met4.png
Cells faint in the background.
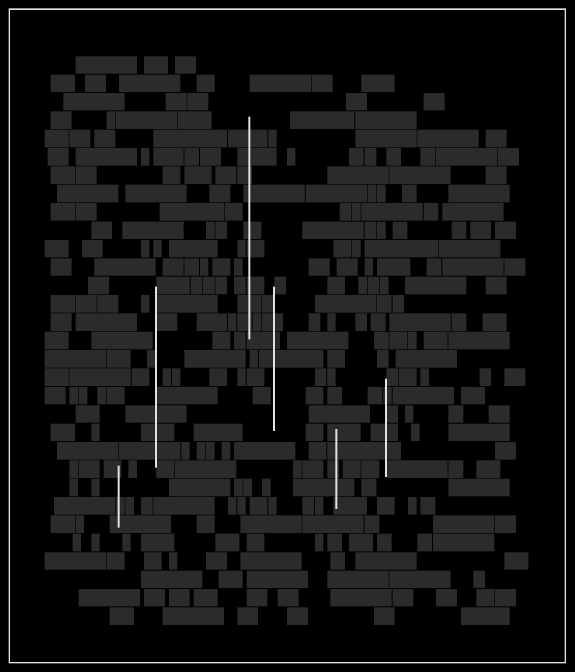
met3.png
The bar under the picture is 20 µm long.
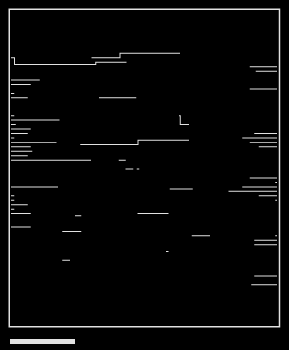
met2.png
The bar under the picture is 20 µm long. Cells faint in the background.
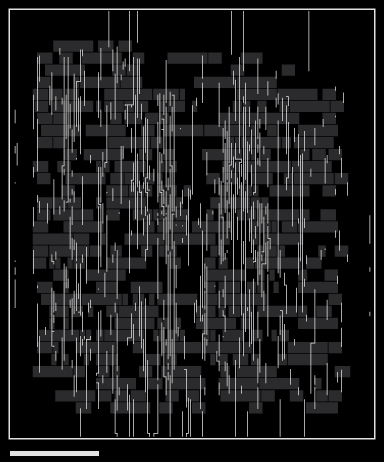
final_congestion.png
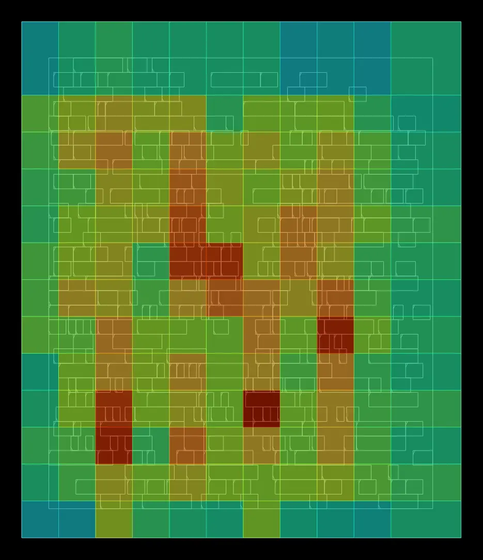
met1.png
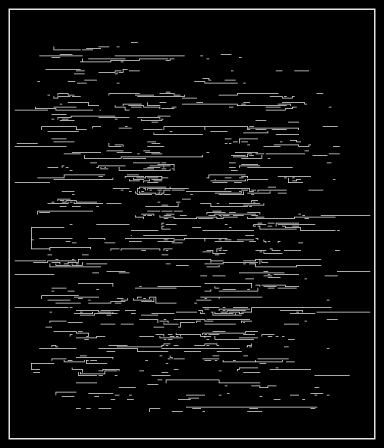
**src/rtl/sram_rw_sequencer.sv**
```systemverilog
// Timing controller for a 6T SRAM array: precharge, one-hot wordline, write drive, sense per access.
// Response PRE_CYC+ACT_CYC+2 cycles after acceptance (read) or +1 (write); req_ready is high only when idle.
module sram_rw_sequencer #(
  parameter int AW      = 4,
  parameter int ROWS    = 16,
  parameter int COLS    = 8,
  parameter int PRE_CYC = 2,
  parameter int ACT_CYC = 2
) (
  input  logic            clk,
  input  logic            rst_n,
  input  logic            req_valid,
  output logic            req_ready,
  input  logic            req_we,
  input  logic [AW-1:0]   req_addr,
  input  logic [COLS-1:0] req_wdata,
  output logic            rsp_valid,
  output logic [COLS-1:0] rsp_rdata,
  output logic            rsp_err,
  output logic [ROWS-1:0] wl,
  output logic            pre_n,
  output logic            bl_drv_en,
  output logic [COLS-1:0] bl_wdata,
  output logic            sae,
  input  logic [COLS-1:0] sa_data
);
  localparam int MAXC = (PRE_CYC > ACT_CYC) ? PRE_CYC : ACT_CYC;
  localparam int CW   = $clog2(MAXC + 1);

  typedef enum logic [2:0] {IDLE, PRE, ACT, SENSE, RECOV} state_e;

  state_e          state_q, state_d;
  logic [CW-1:0]   cnt_q, cnt_d;
  logic            we_q, err_q;
  logic [ROWS-1:0] row_q, row_dec;
  logic [COLS-1:0] wdata_q;
  logic            accept;

  logic            req_ready_q, req_ready_d;
  logic            rsp_valid_q, rsp_valid_d;
  logic [COLS-1:0] rsp_rdata_q, rsp_rdata_d;
  logic            rsp_err_q, rsp_err_d;
  logic [ROWS-1:0] wl_q, wl_d;
  logic            pre_n_q, pre_n_d;
  logic            bl_drv_en_q, bl_drv_en_d;
  logic [COLS-1:0] bl_wdata_q, bl_wdata_d;
  logic            sae_q, sae_d;

  assign accept = req_valid & req_ready_q;

  // Out-of-range addresses decode to an all-zero row, which doubles as the error flag.
  always_comb begin
    row_dec = '0;
    for (int r = 0; r < ROWS; r++) row_dec[r] = (req_addr == AW'(r));
  end

  always_comb begin
    state_d = state_q;
    cnt_d   = cnt_q;
    unique case (state_q)
      IDLE: if (accept) begin
        state_d = PRE;
        cnt_d   = CW'(PRE_CYC - 1);
      end
      PRE: if (cnt_q == '0) begin
        state_d = ACT;
        cnt_d   = CW'(ACT_CYC - 1);
      end else begin
        cnt_d = cnt_q - 1'b1;
      end
      ACT: if (cnt_q == '0) begin
        state_d = we_q ? RECOV : SENSE;
        cnt_d   = '0;
      end else begin
        cnt_d = cnt_q - 1'b1;
      end
      SENSE: begin
        state_d = RECOV;
        cnt_d   = '0;
      end
      RECOV: begin
        state_d = IDLE;
        cnt_d   = '0;
      end
      default: begin
        state_d = IDLE;
        cnt_d   = '0;
      end
    endcase
  end

  // Outputs are decoded from the next state so the registered pins line up with state_q.
  always_comb begin
    req_ready_d = (state_d == IDLE);
    pre_n_d     = (state_d != PRE);
    wl_d        = ((state_d == ACT) || (state_d == SENSE)) ? row_q : '0;
    bl_drv_en_d = (state_d == ACT) && we_q;
    bl_wdata_d  = ((state_d == ACT) && we_q) ? wdata_q : '0;
    sae_d       = (state_d == SENSE);
    rsp_valid_d = (state_d == RECOV);
    rsp_err_d   = (state_d == RECOV) && err_q;
    rsp_rdata_d = rsp_rdata_q;
    if (state_q == SENSE)       rsp_rdata_d = err_q ? '0 : sa_data;
    else if (state_d == RECOV)  rsp_rdata_d = '0;
  end

  always_ff @(posedge clk or negedge rst_n) begin
    if (!rst_n) begin
      state_q     <= IDLE;
      cnt_q       <= '0;
      we_q        <= 1'b0;
      err_q       <= 1'b0;
      row_q       <= '0;
      wdata_q     <= '0;
      req_ready_q <= 1'b1;
      rsp_valid_q <= 1'b0;
      rsp_rdata_q <= '0;
      rsp_err_q   <= 1'b0;
      wl_q        <= '0;
      pre_n_q     <= 1'b1;
      bl_drv_en_q <= 1'b0;
      bl_wdata_q  <= '0;
      sae_q       <= 1'b0;
    end else begin
      state_q <= state_d;
      cnt_q   <= cnt_d;
      if (accept) begin
        we_q    <= req_we;
        row_q   <= row_dec;
        err_q   <= ~|row_dec;
        wdata_q <= req_wdata;
      end
      req_ready_q <= req_ready_d;
      rsp_valid_q <= rsp_valid_d;
      rsp_rdata_q <= rsp_rdata_d;
      rsp_err_q   <= rsp_err_d;
      wl_q        <= wl_d;
      pre_n_q     <= pre_n_d;
      bl_drv_en_q <= bl_drv_en_d;
      bl_wdata_q  <= bl_wdata_d;
      sae_q       <= sae_d;
    end
  end

  assign req_ready = req_ready_q;
  assign rsp_valid = rsp_valid_q;
  assign rsp_rdata = rsp_rdata_q;
  assign rsp_err   = rsp_err_q;
  assign wl        = wl_q;
  assign pre_n     = pre_n_q;
  assign bl_drv_en = bl_drv_en_q;
  assign bl_wdata  = bl_wdata_q;
  assign sae       = sae_q;

  a_wl_onehot: assert property (@(posedge clk) disable iff (!rst_n) $onehot0(wl_q));
  a_wl_pre:    assert property (@(posedge clk) disable iff (!rst_n) !((|wl_q) && !pre_n_q));
  a_drv_wr:    assert property (@(posedge clk) disable iff (!rst_n) bl_drv_en_q |-> (state_q == ACT && we_q));
  a_sae_rd:    assert property (@(posedge clk) disable iff (!rst_n) sae_q |-> (state_q == SENSE && !we_q));
  a_excl:      assert property (@(posedge clk) disable iff (!rst_n) !(sae_q && bl_drv_en_q));
  a_pulse:     assert property (@(posedge clk) disable iff (!rst_n) rsp_valid_q |=> !rsp_valid_q);
endmodule

```
**config.mk**
```make
export PLATFORM = sky130hd
export DESIGN_NAME = sram_rw_sequencer
export DESIGN_NICKNAME = d
export VERILOG_FILES = /design/src/rtl/sram_rw_sequencer.sv
export SDC_FILE = /design/constraint.sdc
export NUM_CORES = 1
export LEC_CHECK = 0
export CORE_ASPECT_RATIO = 1.2
export CORE_MARGIN = 5
export CORE_UTILIZATION = 41
export CTS_CLUSTER_DIAMETER = 60
export DETAILED_ROUTE_END_ITERATION = 16
export GPL_ROUTABILITY_DRIVEN = 0
export PLACE_DENSITY_LB_ADDON = 0.08
export SYNTH_ARGS = -nofsm -noshare
export SYNTH_HDL_FRONTEND = slang
export SYNTH_SLANG_ARGS = --single-unit
export TNS_END_PERCENT = 1
```
**constraint.sdc**
```tcl
create_clock -name clk -period 1.66 [get_ports clk]
set_clock_uncertainty 0.15 [all_clocks]
set_input_delay 0.332 -clock clk [delete_from_list [all_inputs] [get_ports clk]]
set_output_delay 0.332 -clock clk [all_outputs]
set_load 0.01 [all_outputs]
```
==> notes.md <==
yosys + openroad results -> clk slew on worst S/H paths=70 ps, Slew @ Worst Pin=roughly 450 ps, synthesized instance count=222, WL per Instance=14.21 µm, Setup crit start kind=flip-flop, max incr delay on CP=a little over 500 ps, # fillers=530, Tcrit/Tclk final=0.9622, GR Util All Layers=0.1655, Fin. Hold Viols=0, Log Warnings=26, Max Slew Vio Count=0, Max Cap Viol=0, final net count=333, distinct lib cells=30, worst reg2reg endpoint=wl[4], largest net degree at the start of global routing=43, Clock Tree Buf Depth=2, Fmax=roughly 0.63 GHz, number of enable flip-flop cells=0, area delta synth->final=42.79%, CTS Buf Count=9, status=complete, no violations, layout cells sized above 1=0.1720, Remaining DRCs=0, dominant logic cell type in the layout=dfrtp_1, Mapped Avg Cell Area=11.53 µm², Num Clock Sinks=69, io pins=62, Post-synth seq share=0.6758, H-tree levels=3, via count=1,886, ys async rst share=1.000, Non-Filler Instances=396, Die Ht=96.54 µm, pwr dens=around 1500 nW/µm², post-route ant nets=0, CP bufs+invs=1, Tmin final=between 1500 and 2000 ps, Clock Root Buffer=clkbuf_8, Ys Warns=0, CP Capture Type=output pin, startpoint of the worst hold path=wdata_q[2], Slowest-stage cell, CP=dfstp_2, CP max FO=1, Synth flops=69, delay-heaviest family, CP=flip-flops, Via density=4.763, synthesized cell area=~2600 µm², Cell area leaders=dfrtp_1 (66%), nand2_1 (7.3%), and2_1 (4.2%), syn_nets=246, FF/Latch Area=1730 µm², Setup violations, final=0, synthesis area per yosys=roughly 2600 µm², setup slack, reg-to-reg=130 ps, leakage=1.870 nW, Pre-Place Util=0.4229, crit path DAT=approximately 1100 ps, top area contributor share=0.6553, Latency at later pin=340 ps, Hold Path Sink=wdata_q[2], 1st-iter DRT viols=between 80 and 90, reg2reg start=state_q[1], Synth area leader=dfrtp_1, Die Width=a little over 80 µm, Min-Delay Path Class=flip-flop to flip-flop, vias in the first global route=2,073, first-pass GRT wire length=9666 µm, placed wire-length estimate=3971 µm, most used flip-flop cell after synthesis=dfrtp_1, gr ovfl total=0, critical path class=flip-flop to output pin, slew margin rel.=0.7020, yosys stat cell total=222
About met4.png:
The layer carries 115 µm of wire. 3 nets have wire on it. The longest straight run is 32.6 µm.

About met3.png:
The layer holds 7.2% of the routed length. The wires run mostly horizontal. 45 nets have wire on it.

About met2.png:
The layer holds 50% of the routed length. The layer carries 2,800 µm of wire. The longest straight run is 35.7 µm. 281 nets have wire on it. The wires run mostly vertical.

About final_congestion.png:
M2 GR Usage: 0.2776
met3 Track Usage GR: 0.05844

About met1.png:
The layer holds 41% of the routed length. 290 nets have wire on it. The wires run mostly horizontal.

[sequential cells by signal, summed over array words and instances (netlist names)]
| signal | cells |
|---|---|
| we_q | 1 |
| row_q | 16 |
| bl_drv_en | 1 |
| cnt_q | 2 |
| state_q | 3 |
| req_ready | 1 |
| sae | 1 |
| rsp_err | 1 |
| wdata_q | 8 |
| bl_wdata | 8 |
| rsp_valid | 1 |
| wl | 16 |
| err_q | 1 |
| rsp_rdata | 8 |
| pre_n | 1 |
[per-stage QoR]
step | hold WS (ps) | utilization | setup WS, ps | TNS (ps) | area (µm²)
after floorplan | -113.6 | - | 95.35 | 0 | 2559
after global placement | 188.3 | 0.5676 | -49.05 | -610.9 | 3435
after detailed placement | 193.6 | 0.5676 | -123.0 | -1330 | 3435
after CTS | 322.0 | 0.6017 | 1.573 | 0 | 3641
after global routing | 336.6 | 0.6038 | -5.998 | -5.998 | 3654
final | 321.0 | 0.6038 | 62.68 | 0 | 3654
[power by group]
part | total, mW | leakage [nW] | switching, mW | internal, mW
logic | 1.62 | 0.830 | 0.820 | 0.805
clock network | 1.64 | 0.116 | 0.640 | 0.998
registers | 2.27 | 0.924 | 0.195 | 2.08
total | 5.53 | 1.87 | 1.65 | 3.88
[worst max path at each step]
stage / end / slack (ps) / startpoint / depth (start not counted)
2_1_floorplan: wl[10] / 100 / cnt_q[1] / 4
3_3_place_gp: row_q[5] / -50 / req_addr[1] / 4
3_5_place_dp: row_q[4] / -120 / req_valid / 4
4_1_cts: rsp_rdata[2] / 2 / cnt_q[1] / 3
5_1_grt: bl_wdata[2] / -6 / state_q[1] / 5
6_report: pre_n / 60 / pre_n / 1
[what timing repair did]
| item | CTS | global route |
|---|---|---|
| pin swaps | 0 | 0 |
| endpoints found under the setup margin | 46 | 32 |
| hold buffers | 1 | 0 |
| gates resized | 40 | 7 |
| buffers inserted | 0 | 0 |
| endpoints found under the hold margin | 67 | 0 |
| gates cloned | 0 | 0 |
[cells in the mapped netlist (2+ instances only)]
library cell,number
nor3b_1,10
dfrtp_1,67
nand2_1,50
inv_1,5
nor2_1,6
a22o_1,8
a21oi_1,3
o41ai_1,3
nand3_1,2
clkbuf_1,7
dfstp_2,2
nor3_1,2
nor2b_1,2
nand2b_1,6
and2_1,17
o21ai_0,16
or2_2,3
[tightest hold or removal path, delay by kind of cell, from the launching register on]
family | cells | cell delay (ps)
flip-flops | 1 | 340
AND/OR/NAND/NOR | 2 | 100
[metal layers]
layer | GRT usage | vias up | wire (µm)
met4 | 0.07064 | 0 | 114
met5 | 0 | - | 0
met2 | 0.2776 | 59 | 2804
li1 | - | 907 | -
met3 | 0.05844 | 14 | 404
met1 | 0.1900 | 906 | 2302
[cells by family after synthesis]
group / synth area share
AND/OR/NAND/NOR: 0.2010
flip-flops: 0.6758
multiplexers: 0.003912
AND-OR/OR-AND: 0.09243
buffers and inverters: 0.02690
[layout make-up]
type / instances / area share
multi-input combinational: 138 / 0.2127
tap: 82 / 0.02808
inverter: 5 / 0.005137
clock buffer: 10 / 0.03493
clock inverter: 6 / 0.03048
sequential: 69 / 0.4736
timing repair buffer: 86 / 0.2151
Power is estimated from default activity; no workload was simulated.
